===== src/rtl/id_ex_reg_if.sv =====
// ID/EX pipeline-register bus: decode-stage inputs, writeback port, hazard controls and EX-stage outputs.
interface id_ex_reg_if;
  localparam int unsigned XLEN  = 32;
  localparam int unsigned RW    = 5;
  localparam int unsigned OPW   = 4;
  localparam int unsigned CNTW  = 16;

  logic            stall;
  logic            flush;
  logic            id_valid;
  logic [XLEN-1:0] id_pc;
  logic [XLEN-1:0] id_rs1_data;
  logic [XLEN-1:0] id_rs2_data;
  logic [XLEN-1:0] id_imm;
  logic [RW-1:0]   id_rs1;
  logic [RW-1:0]   id_rs2;
  logic [RW-1:0]   id_rd;
  logic [OPW-1:0]  id_alu_op;
  logic            id_alu_src;
  logic            id_mem_read;
  logic            id_mem_write;
  logic            id_reg_write;
  logic            id_mem_to_reg;
  logic            wb_reg_write;
  logic [RW-1:0]   wb_rd;
  logic [XLEN-1:0] wb_data;

  logic            ex_valid;
  logic [XLEN-1:0] ex_pc;
  logic [XLEN-1:0] ex_rs1_data;
  logic [XLEN-1:0] ex_rs2_data;
  logic [XLEN-1:0] ex_imm;
  logic [RW-1:0]   ex_rs1;
  logic [RW-1:0]   ex_rs2;
  logic [RW-1:0]   ex_rd;
  logic [OPW-1:0]  ex_alu_op;
  logic            ex_alu_src;
  logic            ex_mem_read;
  logic            ex_mem_write;
  logic            ex_reg_write;
  logic            ex_mem_to_reg;
  logic [CNTW-1:0] bubble_cnt;

  modport master (
    output stall, flush, id_valid, id_pc, id_rs1_data, id_rs2_data, id_imm,
           id_rs1, id_rs2, id_rd, id_alu_op, id_alu_src, id_mem_read,
           id_mem_write, id_reg_write, id_mem_to_reg, wb_reg_write, wb_rd, wb_data,
    input  ex_valid, ex_pc, ex_rs1_data, ex_rs2_data, ex_imm, ex_rs1, ex_rs2,
           ex_rd, ex_alu_op, ex_alu_src, ex_mem_read, ex_mem_write,
           ex_reg_write, ex_mem_to_reg, bubble_cnt
  );

  modport slave (
    input  stall, flush, id_valid, id_pc, id_rs1_data, id_rs2_data, id_imm,
           id_rs1, id_rs2, id_rd, id_alu_op, id_alu_src, id_mem_read,
           id_mem_write, id_reg_write, id_mem_to_reg, wb_reg_write, wb_rd, wb_data,
    output ex_valid, ex_pc, ex_rs1_data, ex_rs2_data, ex_imm, ex_rs1, ex_rs2,
           ex_rd, ex_alu_op, ex_alu_src, ex_mem_read, ex_mem_write,
           ex_reg_write, ex_mem_to_reg, bubble_cnt
  );
endinterface


===== src/rtl/id_ex_reg.sv =====
// ID/EX pipeline register with flush/stall, writeback bypass on load, operand refresh while
// stalled, and a saturating count of bubbles entering EX.
module id_ex_reg (
  input logic        clk,
  input logic        reset,
  id_ex_reg_if.slave bus
);
  localparam int unsigned XLEN = 32;
  localparam int unsigned RW   = 5;
  localparam int unsigned OPW  = 4;
  localparam int unsigned CNTW = 16;
  localparam logic [CNTW-1:0] CNT_MAX = {CNTW{1'b1}};

  typedef struct packed {
    logic            valid;
    logic [XLEN-1:0] pc;
    logic [XLEN-1:0] rs1_data;
    logic [XLEN-1:0] rs2_data;
    logic [XLEN-1:0] imm;
    logic [RW-1:0]   rs1;
    logic [RW-1:0]   rs2;
    logic [RW-1:0]   rd;
    logic [OPW-1:0]  alu_op;
    logic            alu_src;
    logic            mem_read;
    logic            mem_write;
    logic            reg_write;
    logic            mem_to_reg;
  } ex_t;

  ex_t             r_ex;
  ex_t             w_load;
  logic [CNTW-1:0] r_bubble_cnt;
  logic            w_wb_live;
  logic            w_byp_rs1;
  logic            w_byp_rs2;
  logic            w_ref_rs1;
  logic            w_ref_rs2;
  logic            w_bubble_in;

  // x0 is hardwired, so a writeback to it never forwards.
  assign w_wb_live = bus.wb_reg_write && (bus.wb_rd != RW'(0));
  assign w_byp_rs1 = w_wb_live && (bus.wb_rd == bus.id_rs1);
  assign w_byp_rs2 = w_wb_live && (bus.wb_rd == bus.id_rs2);
  assign w_ref_rs1 = r_ex.valid && w_wb_live && (bus.wb_rd == r_ex.rs1);
  assign w_ref_rs2 = r_ex.valid && w_wb_live && (bus.wb_rd == r_ex.rs2);

  assign w_bubble_in = bus.flush || (!bus.stall && !bus.id_valid);

  // Next EX contents on a plain load; side-effecting controls gated by id_valid.
  always_comb begin
    w_load            = '0;
    w_load.valid      = bus.id_valid;
    w_load.pc         = bus.id_pc;
    w_load.rs1_data   = w_byp_rs1 ? bus.wb_data : bus.id_rs1_data;
    w_load.rs2_data   = w_byp_rs2 ? bus.wb_data : bus.id_rs2_data;
    w_load.imm        = bus.id_imm;
    w_load.rs1        = bus.id_rs1;
    w_load.rs2        = bus.id_rs2;
    w_load.rd         = bus.id_rd;
    w_load.alu_op     = bus.id_alu_op;
    w_load.alu_src    = bus.id_alu_src;
    w_load.mem_read   = bus.id_valid && bus.id_mem_read;
    w_load.mem_write  = bus.id_valid && bus.id_mem_write;
    w_load.reg_write  = bus.id_valid && bus.id_reg_write;
    w_load.mem_to_reg = bus.id_mem_to_reg;
  end

  always_ff @(posedge clk) begin
    if (reset) begin
      r_ex <= '0;
    end else if (bus.flush) begin
      r_ex <= '0;
    end else if (bus.stall) begin
      if (w_ref_rs1) r_ex.rs1_data <= bus.wb_data;
      if (w_ref_rs2) r_ex.rs2_data <= bus.wb_data;
    end else begin
      r_ex <= w_load;
    end
  end

  always_ff @(posedge clk) begin
    if (reset) begin
      r_bubble_cnt <= '0;
    end else if (w_bubble_in && (r_bubble_cnt != CNT_MAX)) begin
      r_bubble_cnt <= r_bubble_cnt + CNTW'(1);
    end
  end

  assign bus.ex_valid      = r_ex.valid;
  assign bus.ex_pc         = r_ex.pc;
  assign bus.ex_rs1_data   = r_ex.rs1_data;
  assign bus.ex_rs2_data   = r_ex.rs2_data;
  assign bus.ex_imm        = r_ex.imm;
  assign bus.ex_rs1        = r_ex.rs1;
  assign bus.ex_rs2        = r_ex.rs2;
  assign bus.ex_rd         = r_ex.rd;
  assign bus.ex_alu_op     = r_ex.alu_op;
  assign bus.ex_alu_src    = r_ex.alu_src;
  assign bus.ex_mem_read   = r_ex.mem_read;
  assign bus.ex_mem_write  = r_ex.mem_write;
  assign bus.ex_reg_write  = r_ex.reg_write;
  assign bus.ex_mem_to_reg = r_ex.mem_to_reg;
  assign bus.bubble_cnt    = r_bubble_cnt;
endmodule


===== src/flat_wrapper.sv =====
// flat-port wrapper written by rule: the top's interface ports become plain ports
module id_ex_reg_flat 
  (clk, reset, bus_stall, bus_flush, bus_id_valid, bus_id_pc, bus_id_rs1_data, bus_id_rs2_data, bus_id_imm, bus_id_rs1, bus_id_rs2, bus_id_rd, bus_id_alu_op, bus_id_alu_src, bus_id_mem_read, bus_id_mem_write, bus_id_reg_write, bus_id_mem_to_reg, bus_wb_reg_write, bus_wb_rd, bus_wb_data, bus_ex_valid, bus_ex_pc, bus_ex_rs1_data, bus_ex_rs2_data, bus_ex_imm, bus_ex_rs1, bus_ex_rs2, bus_ex_rd, bus_ex_alu_op, bus_ex_alu_src, bus_ex_mem_read, bus_ex_mem_write, bus_ex_reg_write, bus_ex_mem_to_reg, bus_bubble_cnt);
  id_ex_reg_if bus_i ();
  input logic clk;
  input logic reset;
  input wire logic [$bits(bus_i.stall)-1:0] bus_stall;
  input wire logic [$bits(bus_i.flush)-1:0] bus_flush;
  input wire logic [$bits(bus_i.id_valid)-1:0] bus_id_valid;
  input wire logic [$bits(bus_i.id_pc)-1:0] bus_id_pc;
  input wire logic [$bits(bus_i.id_rs1_data)-1:0] bus_id_rs1_data;
  input wire logic [$bits(bus_i.id_rs2_data)-1:0] bus_id_rs2_data;
  input wire logic [$bits(bus_i.id_imm)-1:0] bus_id_imm;
  input wire logic [$bits(bus_i.id_rs1)-1:0] bus_id_rs1;
  input wire logic [$bits(bus_i.id_rs2)-1:0] bus_id_rs2;
  input wire logic [$bits(bus_i.id_rd)-1:0] bus_id_rd;
  input wire logic [$bits(bus_i.id_alu_op)-1:0] bus_id_alu_op;
  input wire logic [$bits(bus_i.id_alu_src)-1:0] bus_id_alu_src;
  input wire logic [$bits(bus_i.id_mem_read)-1:0] bus_id_mem_read;
  input wire logic [$bits(bus_i.id_mem_write)-1:0] bus_id_mem_write;
  input wire logic [$bits(bus_i.id_reg_write)-1:0] bus_id_reg_write;
  input wire logic [$bits(bus_i.id_mem_to_reg)-1:0] bus_id_mem_to_reg;
  input wire logic [$bits(bus_i.wb_reg_write)-1:0] bus_wb_reg_write;
  input wire logic [$bits(bus_i.wb_rd)-1:0] bus_wb_rd;
  input wire logic [$bits(bus_i.wb_data)-1:0] bus_wb_data;
  output wire logic [$bits(bus_i.ex_valid)-1:0] bus_ex_valid;
  output wire logic [$bits(bus_i.ex_pc)-1:0] bus_ex_pc;
  output wire logic [$bits(bus_i.ex_rs1_data)-1:0] bus_ex_rs1_data;
  output wire logic [$bits(bus_i.ex_rs2_data)-1:0] bus_ex_rs2_data;
  output wire logic [$bits(bus_i.ex_imm)-1:0] bus_ex_imm;
  output wire logic [$bits(bus_i.ex_rs1)-1:0] bus_ex_rs1;
  output wire logic [$bits(bus_i.ex_rs2)-1:0] bus_ex_rs2;
  output wire logic [$bits(bus_i.ex_rd)-1:0] bus_ex_rd;
  output wire logic [$bits(bus_i.ex_alu_op)-1:0] bus_ex_alu_op;
  output wire logic [$bits(bus_i.ex_alu_src)-1:0] bus_ex_alu_src;
  output wire logic [$bits(bus_i.ex_mem_read)-1:0] bus_ex_mem_read;
  output wire logic [$bits(bus_i.ex_mem_write)-1:0] bus_ex_mem_write;
  output wire logic [$bits(bus_i.ex_reg_write)-1:0] bus_ex_reg_write;
  output wire logic [$bits(bus_i.ex_mem_to_reg)-1:0] bus_ex_mem_to_reg;
  output wire logic [$bits(bus_i.bubble_cnt)-1:0] bus_bubble_cnt;
  assign bus_i.stall = bus_stall;
  assign bus_i.flush = bus_flush;
  assign bus_i.id_valid = bus_id_valid;
  assign bus_i.id_pc = bus_id_pc;
  assign bus_i.id_rs1_data = bus_id_rs1_data;
  assign bus_i.id_rs2_data = bus_id_rs2_data;
  assign bus_i.id_imm = bus_id_imm;
  assign bus_i.id_rs1 = bus_id_rs1;
  assign bus_i.id_rs2 = bus_id_rs2;
  assign bus_i.id_rd = bus_id_rd;
  assign bus_i.id_alu_op = bus_id_alu_op;
  assign bus_i.id_alu_src = bus_id_alu_src;
  assign bus_i.id_mem_read = bus_id_mem_read;
  assign bus_i.id_mem_write = bus_id_mem_write;
  assign bus_i.id_reg_write = bus_id_reg_write;
  assign bus_i.id_mem_to_reg = bus_id_mem_to_reg;
  assign bus_i.wb_reg_write = bus_wb_reg_write;
  assign bus_i.wb_rd = bus_wb_rd;
  assign bus_i.wb_data = bus_wb_data;
  assign bus_ex_valid = bus_i.ex_valid;
  assign bus_ex_pc = bus_i.ex_pc;
  assign bus_ex_rs1_data = bus_i.ex_rs1_data;
  assign bus_ex_rs2_data = bus_i.ex_rs2_data;
  assign bus_ex_imm = bus_i.ex_imm;
  assign bus_ex_rs1 = bus_i.ex_rs1;
  assign bus_ex_rs2 = bus_i.ex_rs2;
  assign bus_ex_rd = bus_i.ex_rd;
  assign bus_ex_alu_op = bus_i.ex_alu_op;
  assign bus_ex_alu_src = bus_i.ex_alu_src;
  assign bus_ex_mem_read = bus_i.ex_mem_read;
  assign bus_ex_mem_write = bus_i.ex_mem_write;
  assign bus_ex_reg_write = bus_i.ex_reg_write;
  assign bus_ex_mem_to_reg = bus_i.ex_mem_to_reg;
  assign bus_bubble_cnt = bus_i.bubble_cnt;
  id_ex_reg u_core (.clk(clk), .reset(reset), .bus(bus_i));
endmodule

===== config.mk =====
export PLATFORM = sky130hd
export DESIGN_NAME = id_ex_reg_flat
export DESIGN_NICKNAME = d
export VERILOG_FILES = /design/src/rtl/id_ex_reg_if.sv /design/src/rtl/id_ex_reg.sv /design/src/flat_wrapper.sv
export SDC_FILE = /design/constraint.sdc
export NUM_CORES = 1
export LEC_CHECK = 0
export CAP_MARGIN = 20
export CORE_AREA = 3 3 142 144
export DETAILED_ROUTE_END_ITERATION = 10
export DIE_AREA = 0 0 145 147
export GPL_TIMING_DRIVEN = 0
export PLACE_DENSITY = 0.78
export SLEW_MARGIN = 20
export SYNTH_ARGS = -nofsm -noshare
export SYNTH_HDL_FRONTEND = slang
export SYNTH_SLANG_ARGS = --single-unit

===== constraint.sdc =====
create_clock -name clk -period 3.4 [get_ports clk]
set_input_delay 0.51 -clock clk [delete_from_list [all_inputs] [get_ports clk]]
set_output_delay 0.51 -clock clk [all_outputs]
set_load 0.1 [all_outputs]

==> results.rst, run 1 <==
Physical design figures
=======================

.. list-table::
   :header-rows: 1

   * - Metric
     - Value
   * - Min-delay src
     - reset
   * - Detail-routed via count per cell
     - 4.971
   * - Syn Std Cell Area
     - 7408 µm²
   * - CTS H-tree lvls
     - 4
   * - Count of input and output buffers
     - 357
   * - Floorplan core density
     - 0.3934
   * - Tool warnings
     - 26
   * - Max-slew headroom at the worst pin
     - 0.2799
   * - Area figure in the yosys stat output
     - 7408 µm²
   * - Total Routed Length
     - 26250 µm
   * - XOR/XNOR share of the synthesized area
     - 0.03547
   * - Fraction of synthesized cell area taken by the top area cell type
     - 0.4567
   * - Setup Total Neg Slack
     - 0 ps
   * - Startpoint kind of the worst setup timing path
     - primary input
   * - Layout cell share with drive strength beyond 1
     - 0.09708
   * - Cell mode on critical path
     - buf_1
   * - Antenna Violating Nets Remaining
     - 0
   * - Total die area
     - 21320 µm²
   * - Clock-pin slew on the worst setup and hold paths
     - 70 ps
   * - Drt initial violations
     - 322
   * - Antenna violations before repair
     - 0
   * - Final cycle utilization of the critical path
     - 0.7832
   * - Floorplan core area
     - 18830 µm²
   * - Final estimated routing congestion in global placement
     - 0.8336
   * - Utilization after layout
     - 0.6327
   * - Clock tree from TritonCTS
     - built
   * - Number of diodes
     - 0
   * - PnR worst setup slack
     - 737.2 ps
   * - Final hold slack
     - 445.8 ps
   * - Number of hold-slack violations in the final timing report
     - 0
   * - Setup slack, reg-to-reg
     - 1350 ps
   * - Worst vdd rail ir drop
     - 0.0003183 V
   * - Pre-Repair DR Iteration Count
     - 5
   * - Multiplexer share of the synthesized area
     - 0.1162
   * - Signed area change from the synthesized netlist to the final layout
     - 60.82%
   * - Data required, critical path
     - 3700 ps
   * - Pwr dens
     - 457.6 nW/µm²
   * - Dominant synthesized flop cell
     - dfxtp_1
   * - Quantity of gates resized following cts
     - 0
   * - Top non-seq family
     - AND-OR/OR-AND gates
   * - Hold EP
     - u_core.bus.bubble_cnt[15]
   * - Die Y-Extent
     - 147 µm
   * - Vias in the first global route
     - 7267
   * - Quantity of hold-fixing buffers added after cts
     - 0
   * - Startpoint of the most critical register-to-register path
     - u_core.bus.bubble_cnt[6]
   * - HPWL after detailed placement
     - 20120 µm
   * - EDFF count, synth
     - 0
   * - Maximum number of pins on one net before global-route repair
     - 18
   * - Final slew viol count
     - 0
   * - Final-report setup violation count
     - 0
   * - Worst hold path class
     - in2reg
   * - Cell type with the largest total area after synthesis
     - dfxtp_1
   * - Highest fanout seen on the critical path
     - 10
   * - Leakage power of the design
     - 4.537 nW
   * - Wire length of the first global-routing pass
     - 40520 µm
   * - Synth Area in Adders
     - 0.001689
   * - I/O pin total
     - 364
   * - Clock Tree Root
     - clkbuf_16
   * - Worst hold stages
     - 2
   * - Status
     - completed
   * - Largest cells by area
     - dfxtp_1 (46%), mux2i_1 (12%), a221oi_2 (11%)
   * - Share of synthesized cell area in and-or and or-and compound cells
     - 0.1966
## run 1: critical path: cells and delay by family
| kind | cells | cell delay, ps |
|---|---|---|
| and+or+nand+nor | 1 | 60 |
| buffers and inverters | 4 | 2130 |
| muxes | 1 | 260 |
## run 1: per-stage QoR
stage	power (mW)	instance area [µm²]
finish	5.452	11910
detailed placement	3.453	11310
floorplan	2.983	7408
global placement	3.443	11310
CTS	5.494	11910
global route	5.635	11910
## run 1: report_power, final
group	total [mW]	internal, mW	leakage, nW	switching, mW
Sequential	2.09	2.05	1.38	0.0422
Clock	2.04	1.12	0.302	0.924
Combinational	1.32	0.456	2.86	0.860
## run 1: worst max path at each step
stage,endpoint,from,slack (ps),cells after the start
global route,u_core.bus.ex_imm[19],bus_stall,510,6
global placement,u_core.bus.ex_imm[31],bus_flush,230,6
CTS,u_core.bus.ex_imm[31],bus_flush,710,6
detailed placement,u_core.bus.ex_imm[31],bus_flush,260,6
finish,u_core.bus.ex_imm[18],bus_stall,740,6
floorplan,u_core.bus.bubble_cnt[1],u_core.bus.bubble_cnt[6],970,6
## run 1: logic make-up (layout without fill, tap and decap cells)
family,after synthesis,after routing
and+or+nand+nor,208,208
DFF,169,169
AOI/OAI and AO/OA,154,154
buffers and inverters,127,516
muxes,86,86
xor gates and xnor gates,30,30
adders and majority gates,1,1
## run 1: synthesized netlist by cell type (5+ instances only)
cell type    n
dfxtp_1    169
nor2_1     104
mux2i_1     86
nand2_1     69
a21oi_1     68
inv_1       66
a221oi_2    56
clkbuf_1    38
xor2_1      17
xnor2_1     13
a221oi_1     8
nand3_1      8
buf_2        7
buf_6        7
buf_4        6
nor3_1       6
and4_1       5
## run 1: routing by layer
metal	global-route usage	part of all wire	vias up
met5	0	0	-
met1	0.2771	0.40	3310
met2	0.4080	0.48	302
met4	0.09121	0.028	0
li1	-	-	3420
met3	0.08606	0.087	46
## run 1: final cells by class
cell class / count / area, µm²
Buffer: 61 / 312.8
Clock buffer: 17 / 425.4
Clock inverter: 15 / 181.4
Fill cell: 1576 / 6917
Inverter: 66 / 247.7
Multi-Input combinational cell: 479 / 3465
Sequential cell: 169 / 3383
Tap cell: 260 / 325.3
Timing Repair Buffer: 357 / 3573
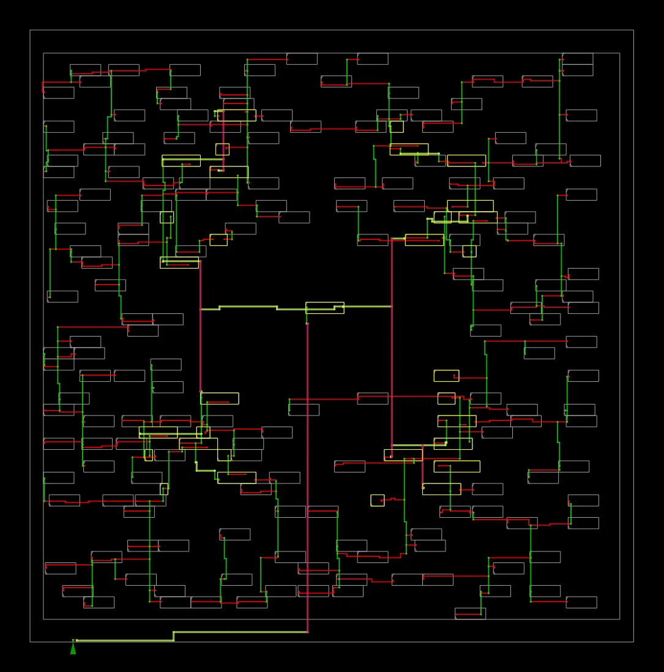
*Clock routing, run 1*
TritonCTS Buffers: 17
number of clock sinks: 169
sequential cell count of the final layout: 169
Worst Clk Skew: 10.94 ps
Skew-Pair Late Insertion Delay: 430 ps

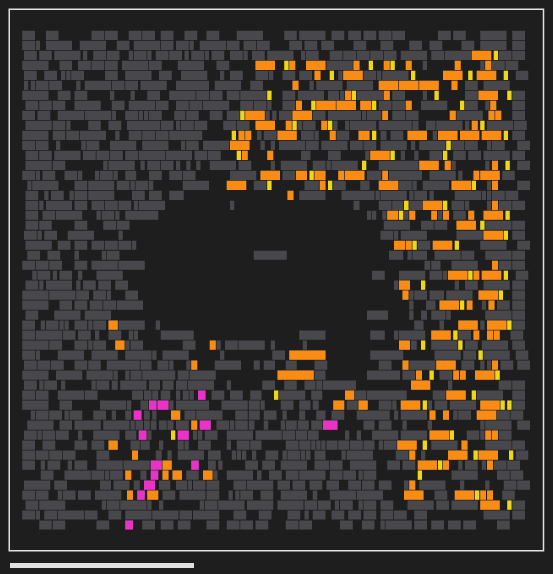
*Gate families picked out, run 1*
The bar under the picture is 50 µm long.
[orange] inverting AOI/OAI gates | cells: 148 | most used: a21oi_1
[magenta] AND and OR gates | cells: 14 | most used: and4_1 | where: lower left
[yellow] inverters | cells: 66 | most used: inv_1

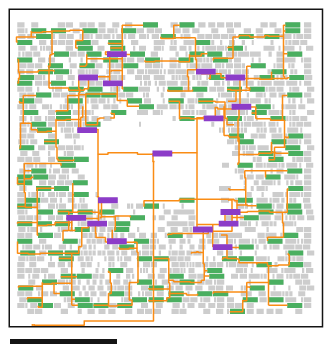
*Clock wires, drivers and flops, run 1*
The bar under the picture is 50 µm long.
[orange] clock wires | length: 2330 µm
[purple] cells driving clock nets | count: 17
[green] flip-flops | count: 169
routed clock nets: 18
flops lie: all over the die

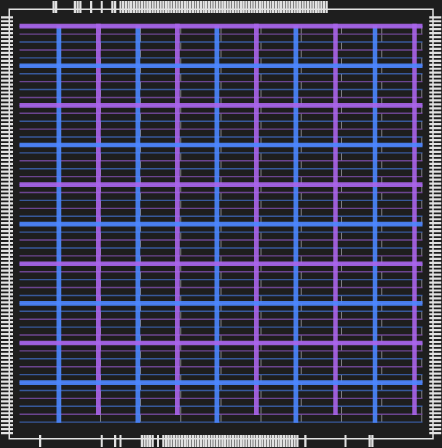
*Floorplan with the power grid, run 1*
Pins as bars on the die edge. Tap cells in grey.
[purple] VDD
[blue] VSS
tap cells: 260
met1 rails: 51
met5 straps: 10
met4 straps: 10

## Run 2: what changed since run 1
- CORE_AREA: 3 3 142 144 -> unset
- CORE_MARGIN: unset -> 3
- CORE_UTILIZATION: unset -> 41
- DIE_AREA: 0 0 145 147 -> unset
- PLACE_DENSITY: 0.78 -> 0.82
- clock period: 3.4 -> 2.7 ns (I/O delays scaled with it)
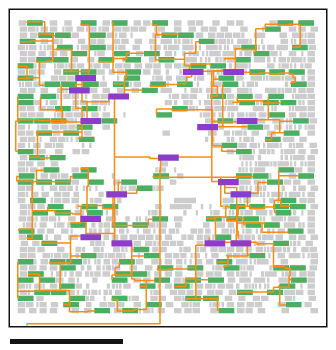
*Clock wires, drivers and flops, run 2*
The bar under the picture is 50 µm long.
[green] flip-flops | count: 169
[purple] cells driving clock nets | count: 17
[orange] clock wires | length: 2150 µm
flops lie: all over the die

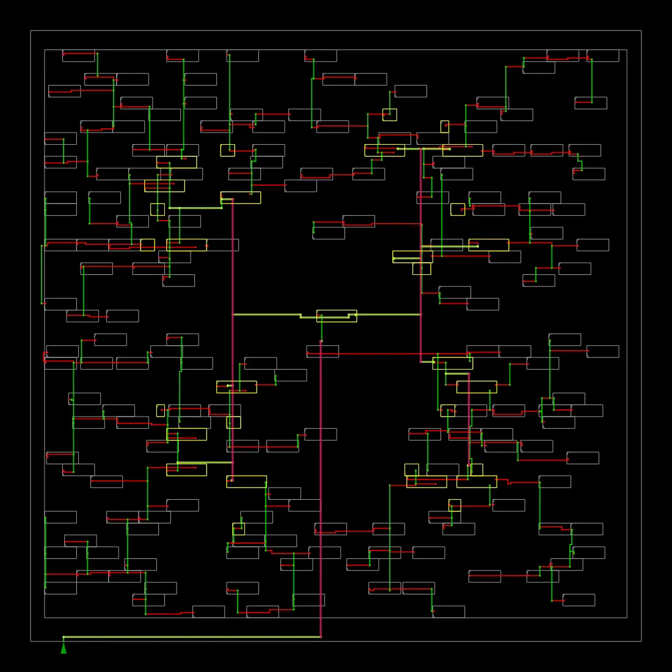
*Clock routing, run 2*
Skew-Pair Late Insertion Delay: 420 ps
Worst Clk Skew: 8.251 ps
power in the clock group: 2.29 mW

==> results.rst, run 2 <==
Physical design figures
=======================

.. list-table::
   :header-rows: 1

   * - Metric
     - Value
   * - Status
     - completed
   * - Final hold slack
     - 358.2 ps (-87.67 ps)
   * - Worst hold path class
     - in2reg
   * - Combined buffer and inverter count along the critical path
     - 1 (-3)
   * - Number of hold-slack violations in the final timing report
     - 0 (unchanged)
   * - Layout cell share with drive strength beyond 1
     - 0.09630 (-0.0007764)
   * - Vias in the first global route
     - 7119 (-2.0%)
   * - Highest fanout seen on the critical path
     - 4 (-6)
   * - Clock Tree Root
     - clkbuf_16
   * - Total die area
     - 19720 µm² (-7.5%)
   * - Switching pwr
     - 2.222 mW (+22%)
   * - Final cycle utilization of the critical path
     - 0.9362
   * - Cell type with the largest total area after synthesis
     - dfxtp_1
   * - Top cell family by delay on the critical path
     - buffers and inverters
   * - Largest cells by area
     - dfxtp_1 (46%), mux2i_1 (12%), a221oi_2 (11%)
   * - Number of clock sinks
     - 169 (unchanged)
   * - TritonCTS Buffers
     - 17 (unchanged)
   * - Final estimated routing congestion in global placement
     - 0.9096 (+9.1%)
   * - Cell with the most instances after synthesis
     - dfxtp_1
   * - Internal
     - 4.352 mW (+20%)
   * - Clock tree from TritonCTS
     - built
   * - Antenna Violating Nets Remaining
     - 0 (unchanged)
   * - Max-slew headroom at the worst pin
     - 0.2749 (-0.004978)
   * - Data required, critical path
     - 2300 ps (-1400 ps)
   * - Total Routed Length
     - 25460 µm (-3.0%)
   * - Signed area change from the synthesized netlist to the final layout
     - 59.38%
   * - Pwr dens
     - 556.7 nW/µm² (+22%)
   * - Placed Area
     - 11260 µm² (-0.39%)
   * - Wire length of the first global-routing pass
     - 38920 µm (-4.0%)
   * - Floorplan core density
     - 0.4239 (+0.03048)
   * - Final design instance area without fill
     - 11810 µm² (-0.89%)
   * - Worst vdd rail ir drop
     - 0.0004205 V (+32%)
   * - Most frequent cells after synthesis
     - dfxtp_1 (169), nor2_1 (104), mux2i_1 (86), nand2_1 (69), a21oi_1 (68)
   * - Floorplan core area
     - 17480 µm² (-7.2%)
   * - Leakage power of the design
     - 4.494 nW (-0.95%)
   * - Die Y-Extent
     - 140.4 µm (-4.5%)
   * - Flop pwr share
     - 0.401 (+0.017)
   * - Area figure in the yosys stat output
     - 7408 µm² (unchanged)
   * - Syn Std Cell Area
     - 7408 µm² (unchanged)
   * - Startpoint kind of the worst setup timing path
     - flop
   * - HPWL after detailed placement
     - 20000 µm (-0.60%)
   * - Quantity of hold-fixing buffers added after cts
     - 0 (unchanged)
   * - Fraction of synthesized cell area taken by the top area cell type
     - 0.4567 (unchanged)
   * - Filler Cells Inserted
     - 1391 (-12%)
   * - Dominant synthesized flop cell
     - dfxtp_1
   * - Final slew viol count
     - 0 (unchanged)
   * - Clock-pin slew on the worst setup and hold paths
     - 70 ps (about the same)
   * - Count of input and output buffers
     - 357 (unchanged)
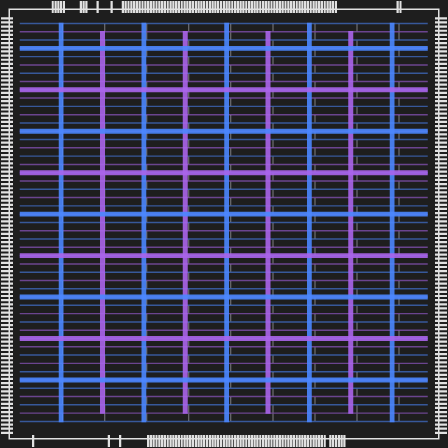
*Floorplan with the power grid, run 2*
Pins as bars on the die edge. Tap cells in grey.
[purple] VDD
[blue] VSS
met5 straps: 9
met1 rails: 49
met4 straps: 9
rows: 48

-- run 2: worst reg2reg max path, stage by stage, from the launching register on --
cell	delay, ps
dfxtp_1	420
and4_1	220
clkbuf_1	220
nand4_1	210
o21ai_0	490
mux2i_1	250
nor2_1	50
-- run 2: cell families (layout without fill, tap and decap cells) --
family	count (synthesis)	after routing	share of synthesized area
xor+xnor	30	30	0.03547
other cells	0	2	0
mux	86	86	0.1162
flops	169	169	0.4567
buf+inv	127	515	0.07566
simple gates	208	208	0.1177
fa+ha+maj	1	1	0.001689
compound gates	154	154	0.1966
-- run 2: area by class of cell --
cell class | count | area (µm²) | share of cell area
timing repair buffer | 357 | 3573 | 0.3026
multi-input combinational | 479 | 3465 | 0.2934
sequential | 169 | 3383 | 0.2865
clock buffer | 17 | 425.4 | 0.03603
buffer | 61 | 312.8 | 0.02649
tap | 225 | 281.5 | 0.02384
inverter | 66 | 247.7 | 0.02098
clock inverter | 14 | 113.9 | 0.009643
antenna | 2 | 5.005 | 0.0004239
-- run 2: path summary, 6_finish.rpt --
kind / from / end / slack [ps] / depth (start not counted)
setup / recovery: u_core.bus.ex_valid / bus_ex_valid / 170 / 1
hold / removal: reset / u_core.bus.bubble_cnt[15] / 360 / 2
setup reg to reg: u_core.bus.bubble_cnt[6] / u_core.bus.bubble_cnt[1] / 710 / 6
hold reg to reg: u_core.bus.ex_rs2_data[10] / u_core.bus.ex_rs2_data[10] / 460 / 2
-- run 2: power groups by stage --
stage	Clock [mW]	Combinational, mW	Sequential [mW]
floorplan	0	0.426	3.33
global placement	0	1.64	2.69
detailed placement	0	1.65	2.69
CTS	2.33	1.66	2.64
global route	2.42	1.73	2.65
finish	2.29	1.65	2.64
-- run 2: stage by stage --
| step | util | power, mW | TNS [ps] |
|---|---|---|---|
| 6_report | 0.6756 | 6.574 | 0 |
| 3_3_place_gp | 0.6445 | 4.330 | -6049 |
| 5_1_grt | 0.6756 | 6.802 | 0 |
| 4_1_cts | 0.6753 | 6.622 | 0 |
| 3_5_place_dp | 0.6445 | 4.344 | -8068 |
| 2_1_floorplan | - | 3.756 | 0 |
-- run 2: metal layers --
metal  part of all wire  track usage
met4              0.027      0.09689
met5                  0            0
met3              0.087      0.08330
met2               0.50       0.4443
met1               0.38       0.2727
## Run 3: what changed since run 2
--- a/constraint.sdc
+++ b/constraint.sdc
@@ -3,2 +3,2 @@
 set_output_delay 0.405 -clock clk [all_outputs]
-set_load 0.1 [all_outputs]
+set_load 0.02 [all_outputs]
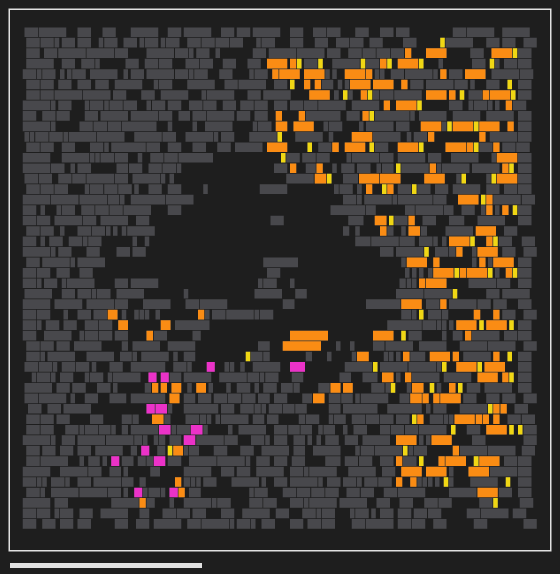
*Gate families picked out, run 3*
The bar under the picture is 50 µm long.
[orange] inverting AOI/OAI gates | cells: 148 | most used: a21oi_1
[yellow] inverters | cells: 66 | most used: inv_1
[magenta] AND and OR gates | cells: 14 | most used: and4_1 | where: lower left

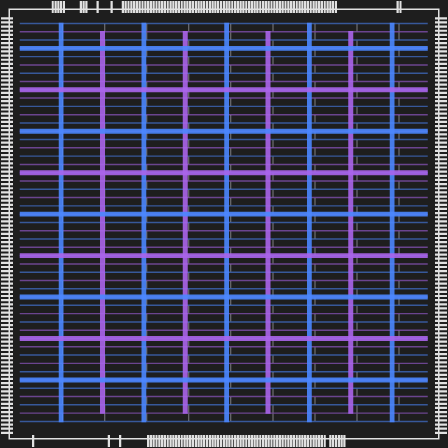
*Floorplan with the power grid, run 3*
Pins as bars on the die edge. Tap cells in grey.
[purple] VDD
[blue] VSS
rows: 48
signal pins: 364
met5 straps: 9
met4 straps: 9
tap cells: 225

==> results.rst, run 3 <==
Physical design figures
=======================

.. list-table::
   :header-rows: 1

   * - Metric
     - Value
   * - Syn Std Cell Area
     - 7408 µm² (unchanged)
   * - Area figure in the yosys stat output
     - 7408 µm² (unchanged)
   * - Floorplan net count
     - 971
   * - Leakage power of the design
     - 4.494 nW (unchanged)
   * - Die Y-Extent
     - 140.4 µm (unchanged)
   * - Post-layout power
     - 6.039 mW (-8.1%)
   * - Final cycle utilization of the critical path
     - 0.9246 (-0.01159)
   * - Number of clock sinks
     - 169 (unchanged)
   * - Count of input and output buffers
     - 357 (unchanged)
   * - Seq/Total Area, Yosys
     - 0.4567
   * - Vias in the first global route
     - 7119 (unchanged)
   * - Actual slew at the worst max-slew pin
     - 878.4 ps
   * - Total die area
     - 19720 µm² (unchanged)
   * - Signed area change from the synthesized netlist to the final layout
     - 59.38% (unchanged)
   * - Setup slack, reg-to-reg
     - 710 ps (about the same)
   * - Detail-routed via count per cell
     - 5.057
   * - Max-Cap Viols
     - 0
   * - Startpoint kind of the worst setup timing path
     - primary input
   * - Wire length of the first global-routing pass
     - 38920 µm (unchanged)
   * - Max-slew headroom at the worst pin
     - 0.4144 (+0.1395)
   * - Cell type with the largest total area after synthesis
     - dfxtp_1
   * - I/O pin total
     - 364
   * - Placed Area
     - 11260 µm² (unchanged)
   * - DRC errors left
     - 0
   * - Clock-pin slew on the worst setup and hold paths
     - 70 ps (about the same)
   * - Post-CTS setup buffer count
     - 0
   * - Maximum number of pins on one net before global-route repair
     - 17
   * - Final estimated routing congestion in global placement
     - 0.9096 (unchanged)
   * - Dominant synthesized flop cell
     - dfxtp_1
   * - Depth of the worst register-to-register path
     - 6 (unchanged)
   * - FF+latch count, synth
     - 169
   * - Final slew viol count
     - 0 (unchanged)
   * - Worst hold path class
     - in2reg
   * - Non-filler cells in the finished layout
     - 1390
   * - Antenna Violating Nets Remaining
     - 0 (unchanged)
   * - Critical path destination
     - u_core.bus.ex_imm[23]
   * - HPWL after detailed placement
     - 20000 µm (unchanged)
   * - Die width
     - 140.4 µm
   * - Reg-to-reg endpoint
     - u_core.bus.bubble_cnt[1]
   * - Fraction of synthesized cell area taken by the top area cell type
     - 0.4567 (unchanged)
   * - Quantity of gates resized following cts
     - 0
   * - Gate count after technology mapping
     - 775
   * - Cells along the critical path
     - clkdlybuf4s50_1 -> clkbuf_1 -> buf_1 -> buf_1 -> mux2i_1 -> nor2_1
   * - Clock tree from TritonCTS
     - built
   * - Most frequent cells after synthesis
     - dfxtp_1 (169), nor2_1 (104), mux2i_1 (86), nand2_1 (69), a21oi_1 (68)
   * - Final design instance area without fill
     - 11810 µm² (unchanged)
   * - Floorplan core density
     - 0.4239 (unchanged)
   * - Layout cell share with drive strength beyond 1
     - 0.09630 (unchanged)
   * - Total Routed Length
     - 25460 µm (unchanged)
   * - Skew-Pair Late Insertion Delay
     - 420 ps (about the same)
   * - Quantity of hold-fixing buffers added after cts
     - 0 (unchanged)
   * - Largest cells by area
     - dfxtp_1 (46%), mux2i_1 (12%), a221oi_2 (11%)
   * - Clock Tree Root
     - clkbuf_16
   * - Floorplan core area
     - 17480 µm² (unchanged)
   * - Clock Path Buffers
     - 2
   * - Highest fanout seen on the critical path
     - 10 (+6)
   * - Place WS
     - -282.8 ps
   * - Cell with the most instances after synthesis
     - dfxtp_1
   * - Number of hold-slack violations in the final timing report
     - 0 (unchanged)
   * - TritonCTS Buffers
     - 17 (unchanged)
   * - Crit path launch
     - bus_stall
   * - Data required, critical path
     - 3000 ps (+700 ps)
   * - Antenna violations before repair
     - 2
   * - Startpoint of the most critical register-to-register path
     - u_core.bus.bubble_cnt[6]
   * - Status
     - completed
   * - Worst vdd rail ir drop
     - 0.0004153 V (-1.2%)
   * - Utilization after layout
     - 0.6756 (unchanged)
   * - Worst Clk Skew
     - 8.251 ps (unchanged)
   * - Pwr dens
     - 511.5 nW/µm² (-8.1%)
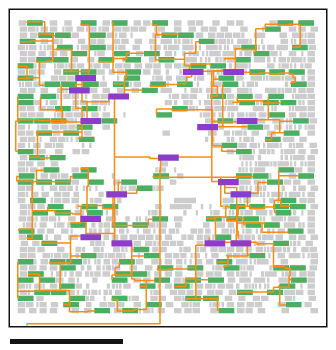
*Clock wires, drivers and flops, run 3*
The bar under the picture is 50 µm long.
[purple] cells driving clock nets | count: 17
[orange] clock wires | length: 2150 µm
[green] flip-flops | count: 169
flops lie: all over the die
routed clock nets: 18

-- run 3: area by class of cell --
cell class                      count  area, µm²
Buffer                             61      312.8
Tap cell                          225      281.5
Fill cell                        1391       5669
Inverter                           66      247.7
Antenna cell                        2      5.005
Sequential cell                   169       3383
Clock buffer                       17      425.4
Clock inverter                     14      113.9
Timing Repair Buffer              357       3573
Multi-Input combinational cell    479       3465
-- run 3: cells by family (layout without fill, tap and decap cells) --
kind of cell	after synthesis	in the layout	share of synthesized area
XOR/XNOR	30	30	0.03547
flip-flops	169	169	0.4567
AND-OR/OR-AND	154	154	0.1966
multiplexers	86	86	0.1162
AND/OR/NAND/NOR	208	208	0.1177
other	0	2	0
buffers and inverters	127	515	0.07566
adder cells (fa/ha/maj)	1	1	0.001689
-- run 3: per-layer routing --
layer / up-vias / GRT usage / share of wire
li1: 3430 / - / -
met1: 3274 / 0.2727 / 0.38
met2: 285 / 0.4443 / 0.50
met3: 40 / 0.08330 / 0.087
met4: 0 / 0.09689 / 0.027
met5: - / 0 / 0
-- run 3: power breakdown --
| group | internal [mW] | total (mW) | leakage [nW] | switching [mW] |
|---|---|---|---|---|
| clock network | 1.19 | 2.29 | 0.259 | 1.09 |
| logic | 0.577 | 1.12 | 2.86 | 0.540 |
| registers | 2.58 | 2.64 | 1.38 | 0.0548 |
-- run 3: worst min path at each step --
stage                          startpoint                         end  slack [ps]  cells past startpoint
4_1_cts                             reset   u_core.bus.bubble_cnt[15]         370                      2
3_5_place_dp   u_core.bus.ex_rs2_data[17]  u_core.bus.ex_rs2_data[17]         450                      2
2_1_floorplan  u_core.bus.ex_rs1_data[30]  u_core.bus.ex_rs1_data[30]         540                      2
5_1_grt                             reset   u_core.bus.bubble_cnt[15]         400                      2
6_report                            reset   u_core.bus.bubble_cnt[15]         360                      2
3_3_place_gp   u_core.bus.ex_rs2_data[22]  u_core.bus.ex_rs2_data[22]         450                      2
-- run 3: critical path: cells and delay by family --
kind | cells | cell delay [ps]
AND/OR/NAND/NOR | 1 | 50
multiplexers | 1 | 260
buffers and inverters | 4 | 2080
-- run 3: through the flow --
step / hold WS (ps) / TNS [ps]
after global placement: 446.9 / -6049
final: 358.2 / 0
after detailed placement: 451.7 / -8068
after global routing: 395.2 / 0
after floorplan: 541.1 / 0
after CTS: 365.3 / 0
No activity file was given, so power comes from the tool's default toggle rates.
